<file path="src/rtl/sigdiv_pkg.sv">
// rtl/sigdiv_pkg.sv - sizes, iteration count and FSM states for the significand divider (SIGDIV_RADIX4_EN)
package sigdiv_pkg;

  localparam int NSIG = 10;
  localparam int QW   = NSIG + 4;

`ifdef SIGDIV_RADIX4_EN
  localparam int SPC  = 2;
`else
  localparam int SPC  = 1;
`endif

  localparam int ITER = QW / SPC;
  localparam int CW   = $clog2(ITER + 1);

  typedef enum logic [1:0] {
    IDLE = 2'd0,
    CALC = 2'd1,
    DONE = 2'd2
  } state_t;

endpackage

</file>
<file path="src/rtl/sigdiv_if.sv">
// rtl/sigdiv_if.sv - operand/result handshake between fp_div and the significand divider
interface sigdiv_if;
  import sigdiv_pkg::*;

  logic            in_valid;
  logic            in_ready;
  logic [NSIG:0]   a;
  logic [NSIG:0]   b;
  logic            out_valid;
  logic            out_ready;
  logic [QW-1:0]   q;
  logic            sticky;

  modport master (
    output in_valid, a, b, out_ready,
    input  in_ready, out_valid, q, sticky
  );

  modport slave (
    input  in_valid, a, b, out_ready,
    output in_ready, out_valid, q, sticky
  );

endinterface

</file>
<file path="src/rtl/sigdiv_step.sv">
// rtl/sigdiv_step.sv - one combinational restoring division step
module sigdiv_step
  import sigdiv_pkg::*;
(
  input  logic [NSIG+1:0] r,
  input  logic [NSIG:0]   d,
  output logic [NSIG+1:0] r_next,
  output logic            q_bit
);

  logic [NSIG+1:0] rem;

  // r < 2d is invariant, so the doubled partial remainder never loses a bit
  always_comb begin
    q_bit  = (r >= {1'b0, d});
    rem    = q_bit ? (r - {1'b0, d}) : r;
    r_next = rem << 1;
  end

endmodule

</file>
<file path="src/rtl/sigdiv_10.sv">
// rtl/sigdiv_10.sv - iterative restoring significand divider, 1 or 2 (SIGDIV_RADIX4_EN) quotient bits per cycle
module sigdiv_10
  import sigdiv_pkg::*;
(
  input  logic     clk,
  input  logic     rst,
  sigdiv_if.slave  bus
);

  localparam logic [CW-1:0] LAST = CW'(ITER - 1);

  state_t            state;
  state_t            state_n;
  logic [CW-1:0]     cnt;
  logic [NSIG+1:0]   r;
  logic [NSIG+1:0]   r_step;
  logic [NSIG:0]     d;
  logic [QW-SPC-1:0] qacc;
  logic [QW-1:0]     q_next;
  logic [QW-1:0]     q_r;
  logic              sticky_r;
  logic              last;

  assign last = (cnt == LAST);

`ifdef SIGDIV_RADIX4_EN
  logic [NSIG+1:0] r_mid;
  logic            q_bit_hi;
  logic            q_bit_lo;

  if ((QW % 2) != 0) begin : g_odd_width
    $error("sigdiv_10: two steps per cycle need an even quotient width");
  end

  sigdiv_step u_step_hi (.r(r),     .d(d), .r_next(r_mid),  .q_bit(q_bit_hi));
  sigdiv_step u_step_lo (.r(r_mid), .d(d), .r_next(r_step), .q_bit(q_bit_lo));
  assign q_next = {qacc, q_bit_hi, q_bit_lo};
`else
  logic q_bit0;

  sigdiv_step u_step (.r(r), .d(d), .r_next(r_step), .q_bit(q_bit0));
  assign q_next = {qacc, q_bit0};
`endif

  always_ff @(posedge clk) begin
    if (rst) state <= IDLE;
    else     state <= state_n;
  end

  always_comb begin
    state_n = state;
    case (state)
      IDLE:    if (bus.in_valid) state_n = CALC;
      CALC:    if (last)         state_n = DONE;
      DONE:    if (bus.out_ready) state_n = IDLE;
      default: state_n = IDLE;
    endcase
  end

  always_ff @(posedge clk) begin
    if (rst) begin
      cnt      <= '0;
      r        <= '0;
      d        <= '0;
      qacc     <= '0;
      q_r      <= '0;
      sticky_r <= 1'b0;
    end else begin
      case (state)
        IDLE: begin
          if (bus.in_valid) begin
            r    <= {1'b0, bus.a};
            d    <= bus.b;
            qacc <= '0;
            cnt  <= '0;
          end
        end
        CALC: begin
          r    <= r_step;
          qacc <= q_next[QW-SPC-1:0];
          cnt  <= cnt + 1'b1;
          // doubling is lossless, so a zero doubled remainder means an exact quotient
          if (last) begin
            q_r      <= q_next;
            sticky_r <= (r_step != '0);
          end
        end
        default: ;
      endcase
    end
  end

  assign bus.in_ready  = (state == IDLE);
  assign bus.out_valid = (state == DONE);
  assign bus.q         = q_r;
  assign bus.sticky    = sticky_r;

endmodule

</file>
<file path="src/flat_wrapper.sv">
// flat-port wrapper written by rule: the top's interface ports become plain ports
module sigdiv_10_flat import sigdiv_pkg::*;
  (clk, rst, bus_in_valid, bus_a, bus_b, bus_out_ready, bus_in_ready, bus_out_valid, bus_q, bus_sticky);
  sigdiv_if bus_i ();
  input  logic clk;
  input  logic rst;
  input wire logic [$bits(bus_i.in_valid)-1:0] bus_in_valid;
  input wire logic [$bits(bus_i.a)-1:0] bus_a;
  input wire logic [$bits(bus_i.b)-1:0] bus_b;
  input wire logic [$bits(bus_i.out_ready)-1:0] bus_out_ready;
  output wire logic [$bits(bus_i.in_ready)-1:0] bus_in_ready;
  output wire logic [$bits(bus_i.out_valid)-1:0] bus_out_valid;
  output wire logic [$bits(bus_i.q)-1:0] bus_q;
  output wire logic [$bits(bus_i.sticky)-1:0] bus_sticky;
  assign bus_i.in_valid = bus_in_valid;
  assign bus_i.a = bus_a;
  assign bus_i.b = bus_b;
  assign bus_i.out_ready = bus_out_ready;
  assign bus_in_ready = bus_i.in_ready;
  assign bus_out_valid = bus_i.out_valid;
  assign bus_q = bus_i.q;
  assign bus_sticky = bus_i.sticky;
  sigdiv_10 u_core (.clk(clk), .rst(rst), .bus(bus_i));
endmodule
</file>
<file path="config.mk">
export PLATFORM = sky130hd
export DESIGN_NAME = sigdiv_10_flat
export DESIGN_NICKNAME = d
export VERILOG_FILES = /design/src/rtl/sigdiv_pkg.sv /design/src/rtl/sigdiv_if.sv /design/src/rtl/sigdiv_step.sv /design/src/rtl/sigdiv_10.sv /design/src/flat_wrapper.sv
export SDC_FILE = /design/constraint.sdc
export NUM_CORES = 1
export LEC_CHECK = 0
export CAP_MARGIN = 20
export CORE_MARGIN = 4
export CORE_UTILIZATION = 35
export CTS_CLUSTER_DIAMETER = 100
export DETAILED_ROUTE_END_ITERATION = 8
export SLEW_MARGIN = 20
export SYNTH_ARGS = -nofsm -noshare
export SYNTH_HDL_FRONTEND = slang
export SYNTH_SLANG_ARGS = --single-unit
</file>
<file path="constraint.sdc">
create_clock -name clk -period 5.1 [get_ports clk]
set_clock_uncertainty 0.2 [all_clocks]
set_input_delay 0.765 -clock clk [delete_from_list [all_inputs] [get_ports clk]]
set_output_delay 0.765 -clock clk [all_outputs]
set_load 0.01 [all_outputs]
</file>
Figure 1. The metal 3 layer.
Scale bar: 20 um.
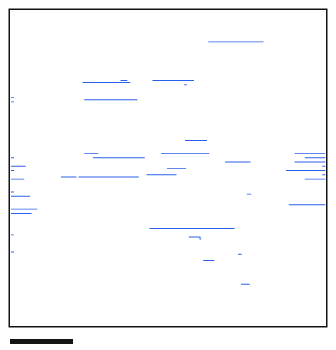
wire length on this layer: 279 um
main direction: horizontal

Figure 2. A small window of the routed layout.
Window x 30 to 70, y 10 to 50 um. Cells in grey, sequential cells in the stronger grey; small squares are vias.
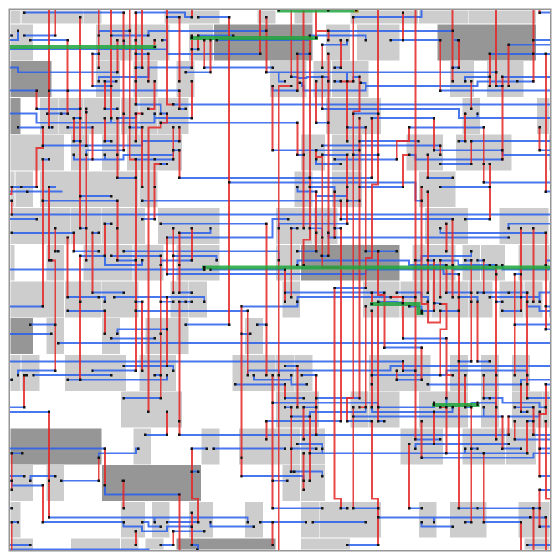
legend:
  red:
    layer: met2
  blue:
    layer: met1
  green:
    layer: met3
  orange:
    layer: met4
cells with their middle in the window: 113
most frequent: nand2_1 (17), inv_1 (11), nor2_1 (10)
sequential cells in the window: 5
netlist names of flops here include: `u_core.r` (3), `u_core.d` (2)

Figure 3. Clock network drawn from the DEF.
Scale bar: 20 um.
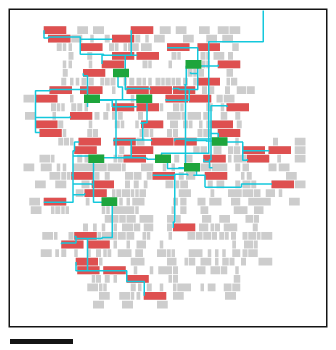
legend:
  green:
    item: cells driving clock nets
    count: 9
  cyan:
    item: clock wires
    length: 714 um
  red:
    item: flip-flops
    count: 57
routed clock nets: 10

==> flow_results.xml <==
<?xml version="1.0" encoding="UTF-8"?>
<metrics>
  <group name="critical_path">
    <metric name="worstSetupPathType" unit="">reg -&gt; reg</metric>
    <metric name="critical_path_capture_point_type" unit="">register</metric>
    <metric name="worstReg2RegStart" unit="">u_core.r[0]$_SDFFE_PP0P_</metric>
    <metric name="worstPathRequired" unit="ns">5.06</metric>
    <metric name="timing.critical_path.max_delay_family" unit="">AND-OR/OR-AND gates</metric>
    <metric name="critical_path.reg2reg.endpoint" unit="">u_core.bus.sticky$_SDFFE_PP0P_</metric>
    <metric name="setup.reg_to_reg.worst_slack" unit="ns">2.05</metric>
    <metric name="timing.critical_path.slowest_cell_delay" unit="ns">0.45</metric>
    <metric name="crit_arrival" unit="ns">3.01</metric>
    <metric name="worst_r2r_path_depth" unit="">10</metric>
    <metric name="timing.critical_path.slowest_stage_cell" unit="">nand2_1</metric>
  </group>
  <group name="hold_path">
    <metric name="hold_startpoint" unit="">u_core.bus.q[11]$_SDFFE_PP0P_</metric>
    <metric name="holdPathStages" unit="">2</metric>
    <metric name="whs_endpoint" unit="">u_core.bus.q[11]$_SDFFE_PP0P_</metric>
    <metric name="hold_path_class" unit="">reg -&gt; reg</metric>
  </group>
  <group name="logic_synthesis">
    <metric name="postSynth.topFlopCell" unit="">dfxtp_1</metric>
    <metric name="yosys.cell_count.top_type" unit="">nand2_1</metric>
    <metric name="synth.avg_cell_area" unit="um2">7.688</metric>
    <metric name="mappedNetlistArea" unit="mm2">0.002975</metric>
    <metric name="netlist-cell-type-count" unit="">49</metric>
    <metric name="synth.yosys.chip_area" unit="mm2">0.002975</metric>
    <metric name="ys_warn_count" unit="">0</metric>
    <metric name="synth_nets" unit="">427</metric>
    <metric name="top_cells_by_count" unit="">nand2_1, dfxtp_1, a21oi_1</metric>
    <metric name="synthArstFlopShare" unit="">0</metric>
    <metric name="synth_top_cell_by_area" unit="">dfxtp_1</metric>
    <metric name="post_synth_main_area_contributors" unit="">dfxtp_1, nand2_1, a21oi_1</metric>
  </group>
  <group name="placed_design">
    <metric name="port_buffers" unit="">42</metric>
    <metric name="globalplace.congestion" unit="">0.9522</metric>
    <metric name="pre_cts_ws" unit="ns">2.018</metric>
    <metric name="dpl-instance-area" unit="mm2">0.003423</metric>
    <metric name="numPlacedInstances" unit="">509</metric>
    <metric name="post-dp-hpwl" unit="mm">5.255</metric>
  </group>
  <group name="sta">
    <metric name="timing_worst_slew_pin_value" unit="ns">1.056</metric>
    <metric name="timing_max_transition_violations_final" unit="">0</metric>
    <metric name="finalCritPeriodShare" unit="">0.5972</metric>
    <metric name="setup_total_negative_slack" unit="ns">0</metric>
    <metric name="hold_slack" unit="ns">0.2554</metric>
    <metric name="fmax" unit="MHz">328.3</metric>
  </group>
  <group name="clock_tree">
    <metric name="cts-hold-fix-buffers" unit="">0</metric>
    <metric name="numClockSinks" unit="">57</metric>
    <metric name="cts_inserted_buffers" unit="">9</metric>
    <metric name="path_clk_slew" unit="ns">0.06</metric>
    <metric name="max-clock-path-buffers" unit="">2</metric>
    <metric name="latest_clock_arrival_within_the_worst_skew_pair" unit="ns">0.33</metric>
    <metric name="root_buffer" unit="">clkbuf_8</metric>
  </group>
  <group name="global_route">
    <metric name="grt_use_total" unit="">0.1518</metric>
    <metric name="number_of_antenna_violations_at_the_first_check_in_global_routing" unit="">0</metric>
    <metric name="grt_first_pass_wirelength" unit="mm">12.25</metric>
    <metric name="maximum_number_of_pins_on_one_net_before_global_route_repair" unit="">59</metric>
    <metric name="grt_pass1_vias" unit="">2555</metric>
  </group>
  <group name="layout">
    <metric name="clkCellAreaFrac" unit="">0.05684</metric>
    <metric name="mostFrequentLayoutCell" unit="">nand2_1</metric>
    <metric name="mostFrequentLayoutCells" unit="">nand2_1, dfxtp_1, a21oi_1, clkdlybuf4s50_1</metric>
    <metric name="drive_gt1_frac" unit="">0.07143</metric>
    <metric name="register_area" unit="mm2">0.001141</metric>
    <metric name="antenna_cells_inserted" unit="">0</metric>
    <metric name="combAreaFraction" unit="">0.4599</metric>
    <metric name="logic_gate_count" unit="">288</metric>
  </group>
  <group name="power">
    <metric name="vdd_drop_max" unit="uV">214.5</metric>
    <metric name="overall_power" unit="mW">1.480</metric>
    <metric name="reported_combinational_group_power" unit="mW">0.552</metric>
    <metric name="intPower" unit="mW">0.9610</metric>
    <metric name="share_seq_of_total_power" unit="">0.339</metric>
    <metric name="switching_share" unit="">0.3507</metric>
  </group>
  <group name="floorplanning">
    <metric name="starting_density" unit="">0.3603</metric>
    <metric name="die.size.x" unit="um">100.2</metric>
    <metric name="floorplan.io_pins" unit="">43</metric>
  </group>
  <group name="drt">
    <metric name="drt-initial-drc-count" unit="">127</metric>
    <metric name="postRouteAntennaNets" unit="">0</metric>
    <metric name="drt-pass1-iter-count" unit="">4</metric>
    <metric name="detailroute.via_count" unit="">2766</metric>
    <metric name="drc_errors" unit="">0</metric>
    <metric name="vias_per_cell" unit="">5.269</metric>
    <metric name="wire_per_inst" unit="um">14.19</metric>
  </group>
  <group name="run">
    <metric name="openroad.warnings" unit="">27</metric>
    <metric name="cap_viol_max_count" unit="">0</metric>
  </group>
  <group name="outcome">
    <metric name="run_status" unit="">finished, final reports clean</metric>
  </group>
</metrics>
Figure 4. Cell placement.
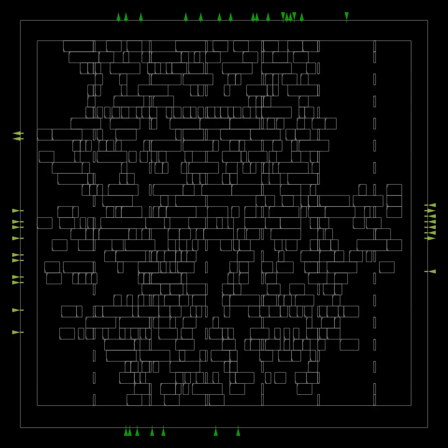
filler-free cell count of the finished design: 525
share of cell area taken by flip-flops and latches: 0.3142
number of filler instances in the final layout: 872
total number of placement rows: 33
Core Box Area: 0.008258 mm2

Figure 5. Routed metal, one colour a layer.
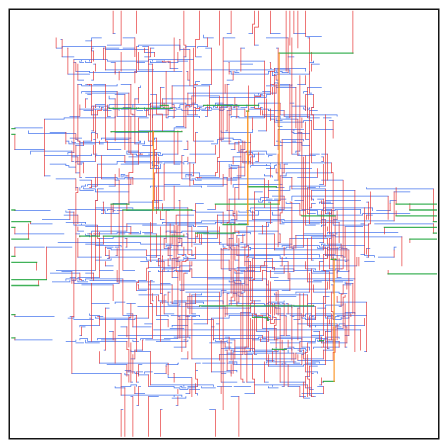
legend:
  orange:
    layer: met4
    wire_length: 109 um
  red:
    layer: met2
    wire_length: 3330 um
  blue:
    layer: met1
    wire_length: 3730 um
  green:
    layer: met3
    wire_length: 279 um

[per-layer routing]
metal  track usage  up-vias  share of wire
li1              -     1393              -
met3       0.02919        9          0.037
met1        0.2109     1304           0.50
met5             0        -              0
met2        0.2334       60           0.45
met4       0.05596        0          0.014
[worst reg2reg max path: stages (launching register included)]
cell and delay (ns):
dfxtp_1 0.37, inv_1 0.06, ha_1 0.21, fa_1 0.40
nand2b_1 0.20, a21oi_2 0.27, o21ai_1 0.13, nand2_1 0.45
o2111ai_1 0.27, o2bb2a_4 0.25, a311oi_1 0.07
[kinds of logic (layout without fill, tap and decap cells)]
group | Yosys count | count (layout) | synth area share
AOI/OAI and AO/OA | 101 | 101 | 0.2153
xor gates and xnor gates | 5 | 5 | 0.01472
adders and majority gates | 14 | 14 | 0.06140
buffers and inverters | 42 | 75 | 0.05677
DFF | 57 | 57 | 0.3835
muxes | 8 | 8 | 0.02902
and+or+nand+nor | 160 | 160 | 0.2393
[worst max path at each step]
stage               cells after the start  slack [ns]                     start                             end
detailed placement                      5        2.02              bus_in_valid        u_core.r[6]$_SDFFE_PP0P_
finish                                 10        2.05  u_core.r[0]$_SDFFE_PP0P_  u_core.bus.sticky$_SDFFE_PP0P_
CTS                                    10        2.07  u_core.r[0]$_SDFFE_PP0P_  u_core.bus.sticky$_SDFFE_PP0P_
global route                           10        1.86  u_core.r[0]$_SDFFE_PP0P_  u_core.bus.sticky$_SDFFE_PP0P_
global placement                        5        2.05              bus_in_valid      u_core.cnt[2]$_SDFFE_PP0P_
floorplan                              10        2.39  u_core.r[0]$_SDFFE_PP0P_  u_core.bus.sticky$_SDFFE_PP0P_
[registers in the layout (all words and copies together) (netlist names)]
signal	count
u_core.r	12
u_core.cnt	4
u_core.d	11
u_core.state	2
u_core.bus.q	14
u_core.bus.sticky	1
u_core.qacc	13
No activity file was given, so power comes from the tool's default toggle rates.
